$ cat config.mk
export PLATFORM = sky130hd
export DESIGN_NAME = mac_accumulator
export DESIGN_NICKNAME = d
export VERILOG_FILES = /design/src/rtl/mac_pkg.sv /design/src/rtl/mac_sat_adder.sv /design/src/rtl/mac_accumulator.sv
export SDC_FILE = /design/constraint.sdc
export NUM_CORES = 1
export LEC_CHECK = 0
export ABC_AREA = 0
export CORE_MARGIN = 8
export CORE_UTILIZATION = 55
export CTS_BUF_LIST = sky130_fd_sc_hd__clkbuf_8
export DETAILED_ROUTE_END_ITERATION = 7
export HOLD_SLACK_MARGIN = 0.12
export PLACE_DENSITY = 0.81
export SYNTH_ARGS = -nofsm -noshare
export SYNTH_HDL_FRONTEND = slang
export SYNTH_SLANG_ARGS = --single-unit
$ cat constraint.sdc
create_clock -name Clk -period 8.95 [get_ports Clk]
set_input_delay 1.79 -clock Clk [delete_from_list [all_inputs] [get_ports Clk]]
set_output_delay 1.79 -clock Clk [all_outputs]
set_load 0.02 [all_outputs]
$ cat src/rtl/mac_pkg.sv
// Shared definitions for the MAC accumulator slice.
// Holds the FSM state encoding and the default widths.
package mac_pkg;

  localparam int ACC_W_DEF   = 24;
  localparam int MAX_LEN_DEF = 64;

  typedef enum logic [1:0] {
    ST_IDLE  = 2'd0,
    ST_ACCUM = 2'd1,
    ST_HOLD  = 2'd2
  } state_e;

endpackage

$ cat src/rtl/mac_sat_adder.sv
// Combinational extend / add / saturate datapath.
// Ports: acc_i (running sum), product_i (16b), sign_i,
//        sum_o (clamped sum), ovf_o (clamp happened).
module mac_sat_adder
  import mac_pkg::*;
#(
  parameter int ACC_W = ACC_W_DEF
) (
  input  logic [ACC_W-1:0] acc_i,
  input  logic [15:0]      product_i,
  input  logic             sign_i,
  output logic [ACC_W-1:0] sum_o,
  output logic             ovf_o
);

  logic [ACC_W-1:0] ext;
  logic [ACC_W:0]   raw;

  always_comb begin
    ext = sign_i ? {{(ACC_W-16){product_i[15]}}, product_i}
                 : {{(ACC_W-16){1'b0}}, product_i};
    // One guard bit: for signed it is a sign copy, for
    // unsigned it is the carry out.
    raw = sign_i ? ({acc_i[ACC_W-1], acc_i} + {ext[ACC_W-1], ext})
                 : ({1'b0, acc_i} + {1'b0, ext});
    sum_o = raw[ACC_W-1:0];
    ovf_o = 1'b0;
    if (sign_i) begin
      if (raw[ACC_W] != raw[ACC_W-1]) begin
        ovf_o = 1'b1;
        sum_o = raw[ACC_W] ? {1'b1, {(ACC_W-1){1'b0}}}
                           : {1'b0, {(ACC_W-1){1'b1}}};
      end
    end else if (raw[ACC_W]) begin
      ovf_o = 1'b1;
      sum_o = '1;
    end
  end

endmodule

$ cat src/rtl/mac_accumulator.sv
// Saturating dot-product accumulator with valid/ready in and out.
// Ports: Clk, Rst (async high), Product/Sign/In_Valid/In_Last/
//        In_Ready beat input, Clear abort, Result/Overflow/
//        Out_Valid/Out_Ready result output.
module mac_accumulator
  import mac_pkg::*;
#(
  parameter int ACC_W   = ACC_W_DEF,
  parameter int MAX_LEN = MAX_LEN_DEF
) (
  input  logic             Clk,
  input  logic             Rst,
  input  logic [15:0]      Product,
  input  logic             Sign,
  input  logic             In_Valid,
  input  logic             In_Last,
  output logic             In_Ready,
  input  logic             Clear,
  output logic [ACC_W-1:0] Result,
  output logic             Overflow,
  output logic             Out_Valid,
  input  logic             Out_Ready
);

  localparam int CW = $clog2(MAX_LEN + 1);

  state_e           state_q, state_d;
  logic [ACC_W-1:0] acc_q, acc_d;
  logic             ovf_q, ovf_d;
  logic [CW-1:0]    cnt_q, cnt_d;
  logic             sign_q, sign_d;

  logic             in_ready;
  logic             accept;
  logic             sel_sign;
  logic [ACC_W-1:0] add_acc;
  logic [CW-1:0]    cnt_inc;
  logic             last_beat;
  logic [ACC_W-1:0] sum;
  logic             sum_ovf;

  // First beat adds onto zero so the datapath yields ext(Product)
  // without a separate load path.
  mac_sat_adder #(.ACC_W(ACC_W)) u_add (
    .acc_i     (add_acc),
    .product_i (Product),
    .sign_i    (sel_sign),
    .sum_o     (sum),
    .ovf_o     (sum_ovf)
  );

  always_comb begin
    in_ready  = (state_q != ST_HOLD);
    accept    = In_Valid && in_ready && !Clear;
    sel_sign  = (state_q == ST_IDLE) ? Sign : sign_q;
    add_acc   = (state_q == ST_IDLE) ? '0 : acc_q;
    cnt_inc   = (state_q == ST_IDLE) ? CW'(1) : cnt_q + CW'(1);
    last_beat = In_Last || (cnt_inc == CW'(MAX_LEN));
  end

  always_comb begin
    state_d = state_q;
    acc_d   = acc_q;
    ovf_d   = ovf_q;
    cnt_d   = cnt_q;
    sign_d  = sign_q;
    if (Clear) begin
      state_d = ST_IDLE;
      acc_d   = '0;
      ovf_d   = 1'b0;
      cnt_d   = '0;
    end else begin
      unique case (state_q)
        ST_IDLE, ST_ACCUM: begin
          if (accept) begin
            sign_d  = sel_sign;
            acc_d   = sum;
            ovf_d   = ((state_q == ST_ACCUM) && ovf_q) || sum_ovf;
            cnt_d   = cnt_inc;
            state_d = last_beat ? ST_HOLD : ST_ACCUM;
          end
        end
        ST_HOLD: begin
          if (Out_Ready) state_d = ST_IDLE;
        end
        default: state_d = ST_IDLE;
      endcase
    end
  end

  always_ff @(posedge Clk or posedge Rst) begin
    if (Rst) begin
      state_q <= ST_IDLE;
      acc_q   <= '0;
      ovf_q   <= 1'b0;
      cnt_q   <= '0;
      sign_q  <= 1'b0;
    end else begin
      state_q <= state_d;
      acc_q   <= acc_d;
      ovf_q   <= ovf_d;
      cnt_q   <= cnt_d;
      sign_q  <= sign_d;
    end
  end

  assign In_Ready  = in_ready;
  assign Result    = acc_q;
  assign Overflow  = ovf_q;
  assign Out_Valid = (state_q == ST_HOLD);

endmodule

Figure 1. Logic cells by family (run 1).
The bar under the picture is 20 microns long.
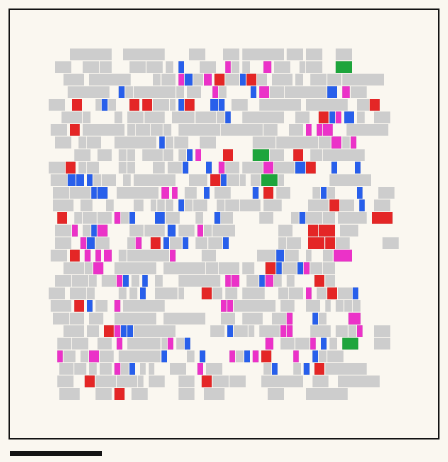
- green: multiplexers (cells 4; most used mux2i_1)
- blue: NAND gates (cells 64; most used nand2_1)
- magenta: NOR gates (cells 56; most used nor2_1)
- red: AND and OR gates (cells 35; most used and2_1)
Comb/total area: 0.579
Non-Filler Instances: 526
Commonest Layout Cell: nand2_1

Figure 2. Wiring heat map (run 1).
19 x 19 tiles, from black (low) to pale yellow (high), scaled to the fullest tile. Values are wire area over tile area, all layers added.
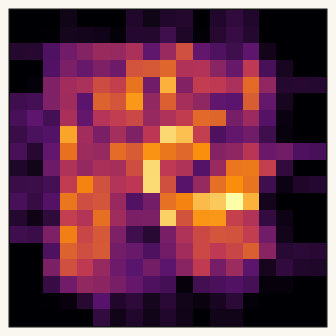
- mean over tiles: 0.16
- tiles over half the peak: 22%
- fullest tile: 0.58
- nearly empty tiles: 21%
routed wire length: 8720 microns
Via Count: 3202
DR WL/cell: 16.6 microns

Figure 3. Close-up of the layout (run 1).
The bar under the picture is 10 microns long. Region (34, 15) to (59, 40) microns. Cells in gray, sequential cells in the stronger gray; small squares are vias.
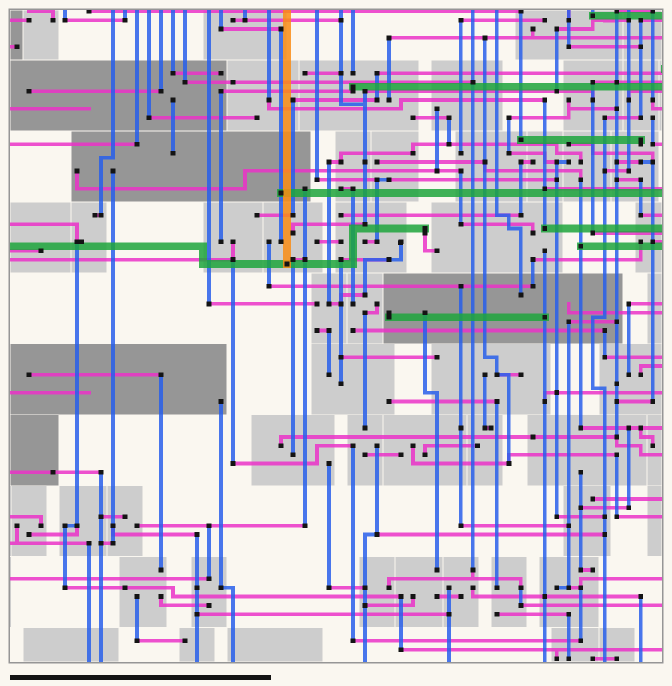
- green: met3
- orange: met4
- blue: met2
- magenta: met1
- most frequent: nor2_1 (7), nand2_1 (6)
- sequential cells in the window: 4
- netlist names of flops here include: Result (4)
- cells with their middle in the window: 45

==> results.toml, run 1 <==
# flow metrics
[outcome]
status = "finished, final reports clean"

[final_timing]
fin_crit_sh = 0.693
relSlewSlack = 0.409
finalHoldViolCount = 0

[placement]
dpl_cell_area_sq_mm = 0.00376
portBuffers = 49

[synth]
common_cells = "nand2_1 (52), nor2_1 (40), dfrtp_1 (35)"
top_cells_by_area = "dfrtp_1 (27%), ha_1 (8.9%), nand2_1 (6.1%)"
largest_area_cell = "dfrtp_1"
syn_area_per_cell_sq_um = 7.91
postSynthCellCount = 408
xor_area_frac = 0.0733

[pwr]
seq-power_mw = 0.192
power.group.top = "combinational cells"

[cts]
tritoncts = "done"
root_buffer = "clkbuf_8"

[finish]
fill_cells = 516
post-route-util = 0.665
syn2layout_area_growth_pct = 19.2
clk_share = 0.0221

[drt]
drc = 0
final_antenna_net_count = 0

[worst_setup_path]
worstPathArrival_ns = 6.38
r2r-end = "Result[21]$_DFFE_PP0P_"
cp_cell_sequence = "clkdlybuf4s50_1 -> and4bb_2 -> nor2_4 -> inv_2 -> ha_1 -> o2111a_1 -> or4b_1 -> a21bo_2 -> a211oi_2 -> o41a_1 -> o22ai_1 -> ha_1 -> nand2_1 -> o21ai_2 -> inv_1 -> a221o_1"
cp.depth = 16

[grt]
grt_pass1_wl_microns = 14700

[run]
tool_warnings = 26

[min_path]
hold_path_startpoint = "Result[20]$_DFFE_PP0P_"
Figure 4. Clock network drawn from the DEF (run 1).
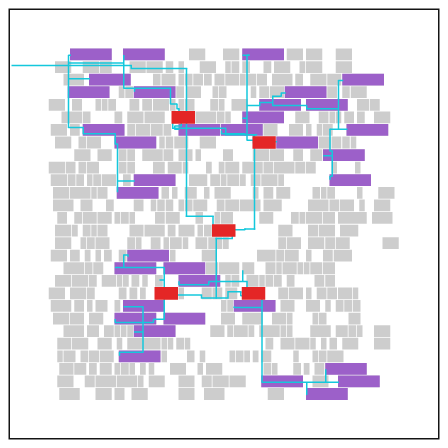

==> run 1 -> run 2 <==
--- a/config.mk
+++ b/config.mk
@@ -7,11 +7,11 @@
 export LEC_CHECK = 0
 export ABC_AREA = 0
 export CORE_MARGIN = 8
-export CORE_UTILIZATION = 55
+export CORE_UTILIZATION = 51
 export CTS_BUF_LIST = sky130_fd_sc_hd__clkbuf_8
 export DETAILED_ROUTE_END_ITERATION = 7
 export HOLD_SLACK_MARGIN = 0.12
-export PLACE_DENSITY = 0.81
+export PLACE_DENSITY = 0.79
 export SYNTH_ARGS = -nofsm -noshare
 export SYNTH_HDL_FRONTEND = slang
 export SYNTH_SLANG_ARGS = --single-unit
==> constraint.sdc (replaced) <==
create_clock -name Clk -period 5.56 [get_ports Clk]
set_input_delay 1.112 -clock Clk [delete_from_list [all_inputs] [get_ports Clk]]
set_output_delay 1.112 -clock Clk [all_outputs]
set_load 0.02 [all_outputs]
Figure 5. Clock network drawn from the DEF (run 2).
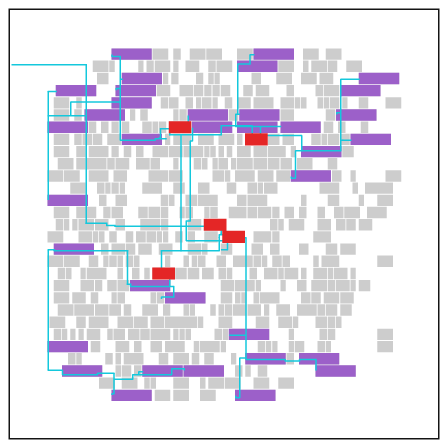
- purple: flip-flops (count 35)
- red: cells driving clock nets (count 5)
- cyan: clock wires (length 557 microns)
- routed clock nets: 6
- flops lie: widely spread
Clock Power: 0.186 mW
Layout Skew: 0.00691 ns
Clk pwr share: 0.228
Latency at later pin: 0.29 ns

==> run 2 against run 1 <==
  * Largest power group unchanged
  * Final cell count rose by 1.1%
  * Sequential cell count is the same
  * Highest routed layer unchanged
  * Clock skew shrank 0.0012 ns
  * Cell area increased by 0.85%
  * Sequential power is about 60% higher
  * Utilization down 4.4 points
  * Worst hold slack worse by 0.0079 ns
  * Clock power rose by 66%
  * Largest cell class unchanged
  * Global-route usage is 1.4 points lower
  * Setup slack worse by 2.2 ns
  * Via count about the same
  * Sequential share of layout area down 0.19 points
==> results.toml, run 2 <==
# flow metrics
[final_timing]
fin_crit_sh = 0.905
worstMarginPinSlew_ns = 0.836
finalHoldViolCount = 0
relSlewSlack = 0.428

[pwr]
power.group.top = "combinational cells"
switching_share = 0.379
seq-power_mw = 0.307

[worst_setup_path]
worstSetupPathType = "primary input to register"
r2r-end = "Result[21]$_DFFE_PP0P_"
worstPathArrival_ns = 5.21
cp.depth = 16
slowest_stage = "clkdlybuf4s50_1"
cp_cell_sequence = "clkdlybuf4s50_1 -> and4bb_2 -> nor2_4 -> inv_2 -> ha_1 -> a21o_1 -> a21o_1 -> maj3_2 -> o22a_1 -> o41a_1 -> o22ai_1 -> ha_1 -> nand2_1 -> o21ai_2 -> o21bai_1 -> a221o_1"

[run]
tool_warnings = 26

[synth]
largest_area_cell = "dfrtp_1"
top_cell_area_share = 0.272
top_cells_by_area = "dfrtp_1 (27%), ha_1 (8.9%), nand2_1 (6.1%)"
syn_area_per_cell_sq_um = 7.91
postSynthCellCount = 408
common_cells = "nand2_1 (52), nor2_1 (40), dfrtp_1 (35)"
adder_share = 0.102
xor_area_frac = 0.0733

[finish]
syn2layout_area_growth_pct = 20.2
clock_buffers = 5
clk_share = 0.0219
post-route-util = 0.621
antenna_cells = 0

[cts]
root_buffer = "clkbuf_8"
tritoncts = "done"

[drt]
final_antenna_net_count = 0
wl_microns = 8730
drc = 0
wire_per_inst_microns = 16.4

[placement]
portBuffers = 49
dpl_cell_area_sq_mm = 0.00379

[min_path]
hold_path_startpoint = "Result[18]$_DFFE_PP0P_"
min_path_type = "register to register"

[outcome]
status = "finished, final reports clean"

[floorplanning]
die_width_microns = 95.5

[grt]
grt_pass1_wl_microns = 14200
Figure 6. Logic cells by family (run 2).
The bar under the picture is 20 microns long.
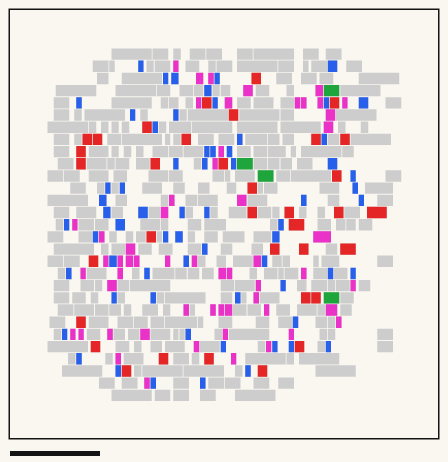
- magenta: NOR gates (cells 56; most used nor2_1)
- green: multiplexers (cells 4; most used mux2i_1)
- red: AND and OR gates (cells 35; most used and2_1)
- blue: NAND gates (cells 64; most used nand2_1)
Comb/total area: 0.575
Non-Filler Instances: 532

Figure 7. Cell placement (run 2).
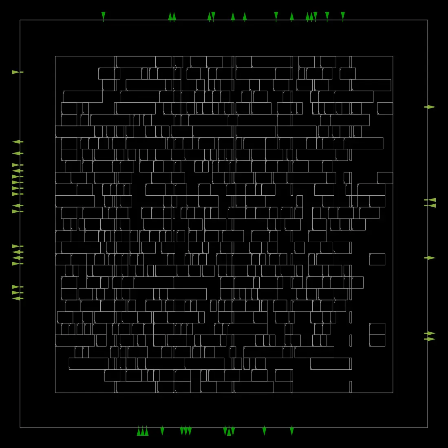

==> run 2 -> run 3 <==
--- a/config.mk
+++ b/config.mk
@@ -10,8 +10,10 @@
 export CORE_UTILIZATION = 51
 export CTS_BUF_LIST = sky130_fd_sc_hd__clkbuf_8
 export DETAILED_ROUTE_END_ITERATION = 7
+export GPL_ROUTABILITY_DRIVEN = 0
 export HOLD_SLACK_MARGIN = 0.12
 export PLACE_DENSITY = 0.79
+export SKIP_CTS_REPAIR_TIMING = 1
 export SYNTH_ARGS = -nofsm -noshare
 export SYNTH_HDL_FRONTEND = slang
 export SYNTH_SLANG_ARGS = --single-unit
Figure 8. Cell placement (run 3).
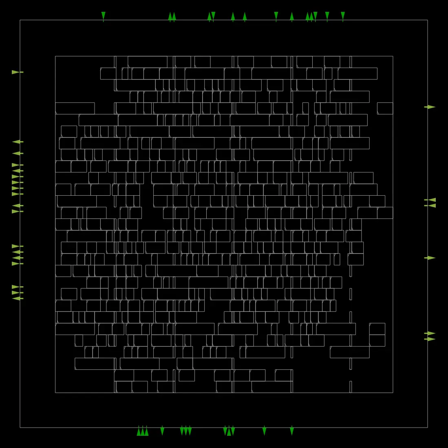
fin util: 0.620
core area: 0.00624 sq mm
Non-Filler Instances: 531

==> run 3 against run 2 <==
  * Total power down 0.42%
  * Cell area down 0.19%
  * Critical path depth unchanged
  * Via count is 2.2% lower
  * Synthesized cell count is the same
  * Global-route usage hardly changed
  * Utilization down 0.12 points
  * Register-to-register slack got worse by 0.06 ns
  * First-iteration DRC count shrank 13%
  * Clock-buffer cell count is the same
  * Critical path type unchanged
  * Largest cell class unchanged
  * Highest routed layer unchanged
==> results.toml, run 3 <==
# flow metrics
[pwr]
switching_share = 0.377
power.group.top = "combinational cells"
seq-power_mw = 0.307
p_clk_frac = 0.227

[synth]
largest_area_cell = "dfrtp_1"
common_cells = "nand2_1 (52), nor2_1 (40), dfrtp_1 (35)"
xor_area_frac = 0.0733

[drt]
drc = 0
vias = 3130

[cts]
tritoncts = "done"
worstSkewPairLatency_ns = 0.29

[placement]
dpl_cell_area_sq_mm = 0.00378

[floorplanning]
die_width_microns = 95.5

[worst_setup_path]
r2r-end = "Result[21]$_DFFE_PP0P_"
worstPathArrival_ns = 5.26

[final_timing]
finalClockSkew_ns = 0.00570
worstMarginPinSlew_ns = 0.791

[finish]
clock_buffers = 5
layout_top_cell = "nand2_1"

[outcome]
status = "finished, final reports clean"
Figure 9. Logic cells by family (run 3).
The bar under the picture is 20 microns long.
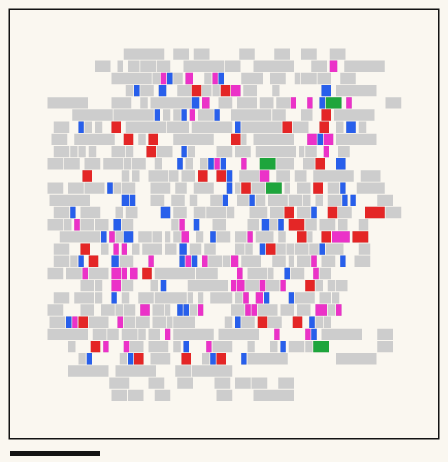
- magenta: NOR gates (cells 56; most used nor2_1)
- red: AND and OR gates (cells 35; most used and2_1)
- green: multiplexers (cells 4; most used mux2i_1)
- blue: NAND gates (cells 64; most used nand2_1)
Comb/total area: 0.576

Power and IR drop assume default switching activity.
